==> run_1/detail.png <==
Window x 77 to 102, y 41 to 66 µm. Cells in grey, sequential cells in the stronger grey; small squares are vias.
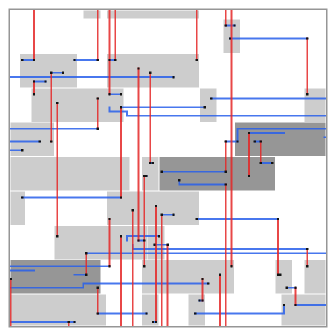
==> run_1/flops_by_reg.png <==
(1.5 px per µm) Other sequential cells in the stronger grey, the rest of the logic in the fainter grey.
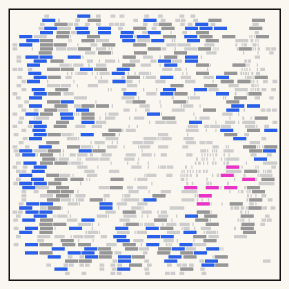
==> run_1/io_placement.png <==
(3 px per µm) Pins as bars across the die edge, other pins in grey.
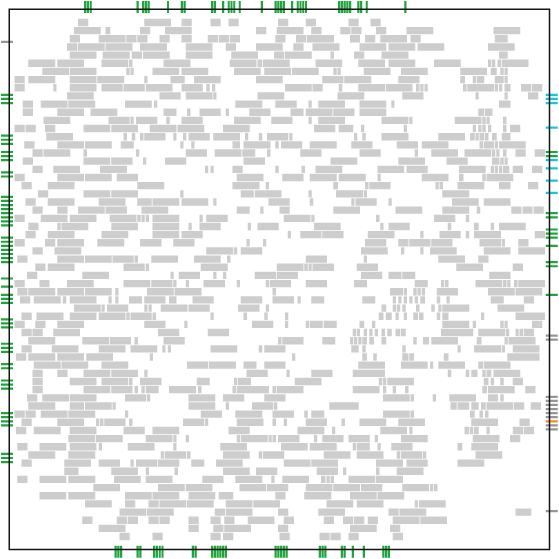
==> run_1/congestion.png <==
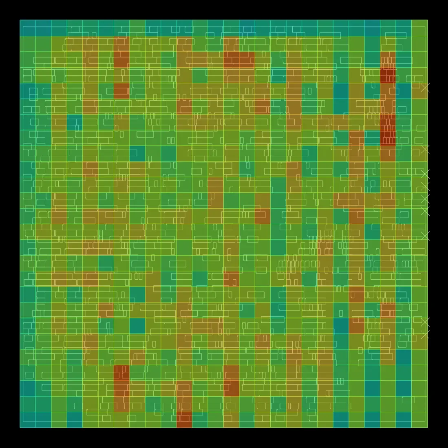
==> config.mk <==
export PLATFORM = sky130hd
export DESIGN_NAME = tdc_therm_encoder
export DESIGN_NICKNAME = d
export VERILOG_FILES = /design/src/rtl/tdc_therm_encoder.sv
export SDC_FILE = /design/constraint.sdc
export NUM_CORES = 1
export LEC_CHECK = 0
export ABC_AREA = 1
export CELL_PAD_IN_SITES_DETAIL_PLACEMENT = 0
export CELL_PAD_IN_SITES_GLOBAL_PLACEMENT = 2
export CORE_MARGIN = 1
export CORE_UTILIZATION = 35
export CTS_CLUSTER_SIZE = 14
export DETAILED_ROUTE_END_ITERATION = 8
export GPL_TIMING_DRIVEN = 0
export PLACE_DENSITY_LB_ADDON = 0.1
export SLEW_MARGIN = 20
export SYNTH_ARGS = -nofsm -noshare
export SYNTH_HDL_FRONTEND = slang
export SYNTH_SLANG_ARGS = --single-unit
==> constraint.sdc <==
create_clock -name clk -period 17.9 [get_ports clk]
set_clock_uncertainty 0.2 [all_clocks]
set_input_delay 5.37 -clock clk [delete_from_list [all_inputs] [get_ports clk]]
set_output_delay 5.37 -clock clk [all_outputs]
set_load 0.03 [all_outputs]
==> impl_metrics.json, run 1 <==
{
  "outcome": "finished, violations left",
  "violations": "design-rule violations",
  "top_cells_by_area": "dfrtp_1 64%, fa_1 21%, inv_1 6.8%",
  "yosysTopAreaCell": "dfrtp_1",
  "muxShareOfSynthArea_pct": 0.1020,
  "nWellTaps": 396,
  "top_layer": "met4",
  "syn_inst": 742,
  "vias_per_cell": 3.983,
  "ff_count": 284,
  "top_cells_by_count": "284 x dfrtp_1, 200 x inv_1, 115 x fa_1",
  "drive_gt1_share_pct": 6.632,
  "setup_ws_ns": 10.66,
  "hold_viol": 0,
  "n_all_buffers": 152,
  "crit_required_ns": 12.33,
  "clockBufferDepth": 3,
  "combGateArea_um2": 3166,
  "relSlewSlack_pct": 62.47,
  "cts_resized": 0,
  "core_area_um2": 30830,
  "buf_share_pct": 10.96,
  "synth_cell_type_count": 24,
  "fillCellCount": 2774,
  "synth-main-ff-cell": "dfrtp_1",
  "clkSlewWorstSetupHoldPaths_ns": 0.06,
  "grt_pass1_wl_um": 31310,
  "most_common_cell": "dfrtp_1",
  "ys_ff": 284,
  "fp_util_pct": 35.81,
  "top_area_share_pct": 64.38,
  "warning_count": 30,
  "cp_top_family": "buffers and inverters",
  "cts-buffers-inserted": 31,
  "hold_depth": 0,
  "inverters_excl_clock": 201,
  "postCtsHoldBufs": 0,
  "syn_to_final_growth_pct": 28.20,
  "slew_viol_final": 0,
  "cts_tree": "built",
  "worst_pin_slew_ns": 0.5629,
  "met2_length_um": 8707,
  "sh_comb_area_pct": 22.37,
  "synthesis.area_um2": 11040,
  "floorplan.nets": 1014,
  "min_period_over_period_pct": 40.47,
  "worstSetupPathType": "flop to output pin",
  "clock_latency_ns": 0.56,
  "grt_max_degree": 111,
  "yosysSeqAreaShare_pct": 64.38,
  "post_cts_buffers": 0,
  "holdWs_ns": 0.1415,
  "yosysWarnings": 0,
  "nets": 1197,
  "synthAdderAreaFrac_pct": 23.80,
  "reg2reg_slack_ns": 10.74,
  "cp.depth": 1,
  "nClkBuffers": 43,
  "endpoint_kind": "output pin",
  "grt_pass1_vias": 6354,
  "yosys_area_um2": 11040,
  "min_path_type": "flop to flop",
  "final_layout_top_logic_cell": "dfrtp_1",
  "num_vias": 5361,
  "slowest_delay_ns": 0.70,
  "comb_cells": 255,
  "antenna_found_initial": 0,
  "use_met2_pct": 20.13,
  "rows": 64,
  "wl_met1_um": 7576,
  "path_max_fanout": 6,
  "start_kind": "flop",
  "diodes": 0,
  "cts_max_level": 1,
  "dp_slack_ns": 10.68,
  "grt-ovfl-total": 0,
  "drt_iter0_markers": 153,
  "synth-edff-count": 0,
  "ant_nets": 0,
  "synth.avg_cell_area_um2": 14.88,
  "root_buffer": "clkbuf_16",
  "dieArea_um2": 32250,
  "place.gp.congestion": 0.7624,
  "ys_cells": 742,
  "grt.busiest_layer": "met2",
  "routed_wl_um": 17650,
  "drv_cap": 0,
  "design_area_um2": 14150,
  "period_minus_slack_ns": 7.244,
  "path_buffers": 1,
  "fin_cells": 1346,
  "dp_cells": 1288,
  "arrival_ns": 1.67,
  "clkSinkCount": 284,
  "setup_viol": 0,
  "simple_gate_share_pct": 3.502,
  "critPathSlowestCell": "clkdlybuf4s50_1",
  "clk_share_pct": 7.603,
  "route.detailed.drc": 9,
  "yosys.area_share.xor_xnor_pct": 0.2380,
  "rsz0062_at_grt": "no",
  "path_cells": "clkdlybuf4s50_1",
  "fmax_ghz": 0.1380,
  "finalSetupTns_ns": 0,
  "postPlaceCellArea_um2": 13080
}
Back to the opening pictures, detail.png:
metal 1 -> blue
metal 2 -> red
sequential cells in the window = 3
most frequent = inv_1 (7), fa_1 (5), dfrtp_1 (3)
cells with their middle in the window = 19

Back to the opening pictures, flops_by_reg.png:
`r_cnt` -> magenta  # sequential cells 8
`r_s1` -> blue  # sequential cells 128, where all over the die
final core utilization: 45.91%
FF+latch area: 7107 µm²
Seq/total area: 50.22%

Back to the opening pictures, io_placement.png:
`therm` -> green  # pins 128, direction input, edge 49 left, 36 top, 32 bottom, 11 right
`out_sat` -> orange  # pins 1, direction output, edge right
`drop_cnt` -> cyan  # pins 8, direction output, edge right
all pins by edge = 50 left, 36 top, 32 bottom, 31 right
die span in x: 179.6 µm
Port Buf Inserts: 148
chip height: 179.6 µm

Back to the opening pictures, congestion.png:
met1 Usage GRT: 15.74%
met3 Use GR: 2.431%
Total GRT Usage: 11.99%

==> run 1 -> run 2 <==
==> constraint.sdc (replaced) <==
create_clock -name clk -period 7.48 [get_ports clk]
set_clock_uncertainty 0.2 [all_clocks]
set_input_delay 2.244 -clock clk [delete_from_list [all_inputs] [get_ports clk]]
set_output_delay 2.244 -clock clk [all_outputs]
set_load 0.03 [all_outputs]
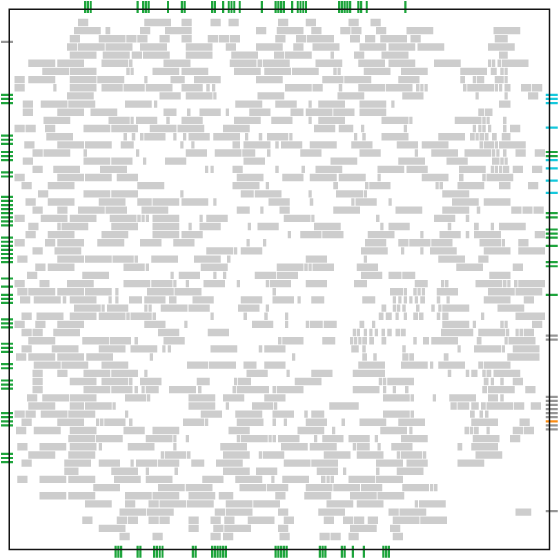
(run_2/io_placement.png)
(3 px per µm) Pins as bars across the die edge, other pins in grey.
`out_sat` -> orange  # pins 1, direction output, edge right
`therm` -> green  # pins 128, direction input, edge 49 left, 36 top, 32 bottom, 11 right
`drop_cnt` -> cyan  # pins 8, direction output, edge right

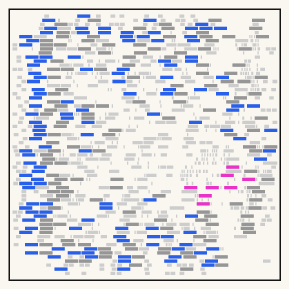
(run_2/flops_by_reg.png)
(1.5 px per µm) Other sequential cells in the stronger grey, the rest of the logic in the fainter grey.
final core utilization: 45.95%
Seq/total area: 50.17%

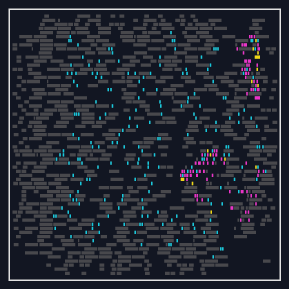
(run_2/logic_types.png)
(1.5 px per µm)
inv cells -> cyan  # cells 201, most used inv_1
nand cells -> magenta  # cells 75, most used nand2_1
nor cells -> yellow  # cells 14, most used nor2_1
non-filler cells, final: 1346
most instantiated logic cell after routing: dfrtp_1
Comb area share: 22.44%

==> run 2 against run 1 <==
  * The flow still finishes with violations (design-rule violations)
  * Synthesized cell count is the same
  * Global-route usage is the same
  * Design area about the same
  * Critical path type is now flop to flop
  * Largest cell class unchanged
==> impl_metrics.json, run 2 <==
{
  "simple_gate_share_pct": 3.502,
  "vias_per_cell": 3.983,
  "gr-usage-met3_pct": 2.431,
  "wl_met1_um": 7551,
  "min_period_over_period_pct": 94.52,
  "synthAdderAreaFrac_pct": 23.80,
  "top_layer": "met4",
  "start_kind": "flop",
  "drive_gt1_share_pct": 6.737,
  "syn_inst": 742,
  "arrival_ns": 7.31,
  "synth-edff-count": 0,
  "nWellTaps": 396,
  "cts_tree": "built",
  "dieArea_um2": 32250,
  "grt.busiest_layer": "met2",
  "diodes": 0,
  "yosysSeqAreaShare_pct": 64.38,
  "grt_max_degree": 111,
  "nClkBuffers": 43,
  "num_vias": 5361,
  "reg2reg_slack_ns": 0.41,
  "route.detailed.drc": 9,
  "yosysTopAreaCell": "dfrtp_1",
  "clkSinkCount": 284,
  "fmax_ghz": 0.1414,
  "holdWs_ns": 0.1415,
  "synth_cell_type_count": 24,
  "cts_resized": 0,
  "clkSlewWorstSetupHoldPaths_ns": 0.06,
  "clk_share_pct": 7.597,
  "post_cts_buffers": 0,
  "inverters_excl_clock": 201,
  "drt_iter0_markers": 138,
  "path_buffers": 8,
  "yosys_area_um2": 11040,
  "relSlewSlack_pct": 62.47,
  "hpwl_um": 13280,
  "muxShareOfSynthArea_pct": 0.1020,
  "place.gp.congestion": 0.7624,
  "outcome": "finished, violations left",
  "core_area_um2": 30830,
  "warning_count": 30,
  "hold_depth": 0,
  "floorplan.nets": 1014,
  "synth.avg_cell_area_um2": 14.88,
  "critPathSlowestCell": "fa_1",
  "grt_pass1_wl_um": 31310,
  "top_cells_by_count": "284 x dfrtp_1, 200 x inv_1, 115 x fa_1",
  "flop_area_um2": 7107,
  "nets": 1197,
  "design_area_um2": 14160,
  "yosys.area_share.xor_xnor_pct": 0.2380,
  "ys_cells": 742,
  "dp_slack_ns": 0.2597,
  "crit_required_ns": 7.72,
  "fp_util_pct": 35.81,
  "worstSetupPathType": "flop to flop",
  "path_max_fanout": 3,
  "syn_to_final_growth_pct": 28.31,
  "period_minus_slack_ns": 7.070,
  "grt-ovfl-total": 0,
  "use_met2_pct": 20.13,
  "slew_viol_final": 0,
  "cts_max_level": 1,
  "grt_usage_pct": 11.99,
  "yosysWarnings": 0,
  "buf_share_pct": 10.95,
  "io_buffers": 148,
  "dieHeight_um": 179.6,
  "combGateArea_um2": 3178,
  "root_buffer": "clkbuf_16",
  "slowest_delay_ns": 0.54,
  "antenna_found_initial": 0,
  "rows": 64,
  "met1_usage_pct": 15.74,
  "synth-main-ff-cell": "dfrtp_1",
  "n_all_buffers": 152,
  "setup_viol": 0,
  "met2_length_um": 8710,
  "clockBufferDepth": 3,
  "dp_cells": 1288,
  "ff_count": 284,
  "ant_nets": 0,
  "top_cells_by_area": "dfrtp_1 64%, fa_1 21%, inv_1 6.8%",
  "cp_top_family": "adder cells",
  "postCtsHoldBufs": 0,
  "synthesis.area_um2": 11040,
  "clock_latency_ns": 0.56,
  "fillCellCount": 2770,
  "comb_cells": 255,
  "violations": "design-rule violations",
  "ys_ff": 284,
  "cts-buffers-inserted": 31,
  "most_common_cell": "dfrtp_1",
  "grt_pass1_vias": 6354,
  "rsz0062_at_grt": "no",
  "worst_pin_slew_ns": 0.5629,
  "firstDrtPassIters": 8,
  "top_area_share_pct": 64.38
}
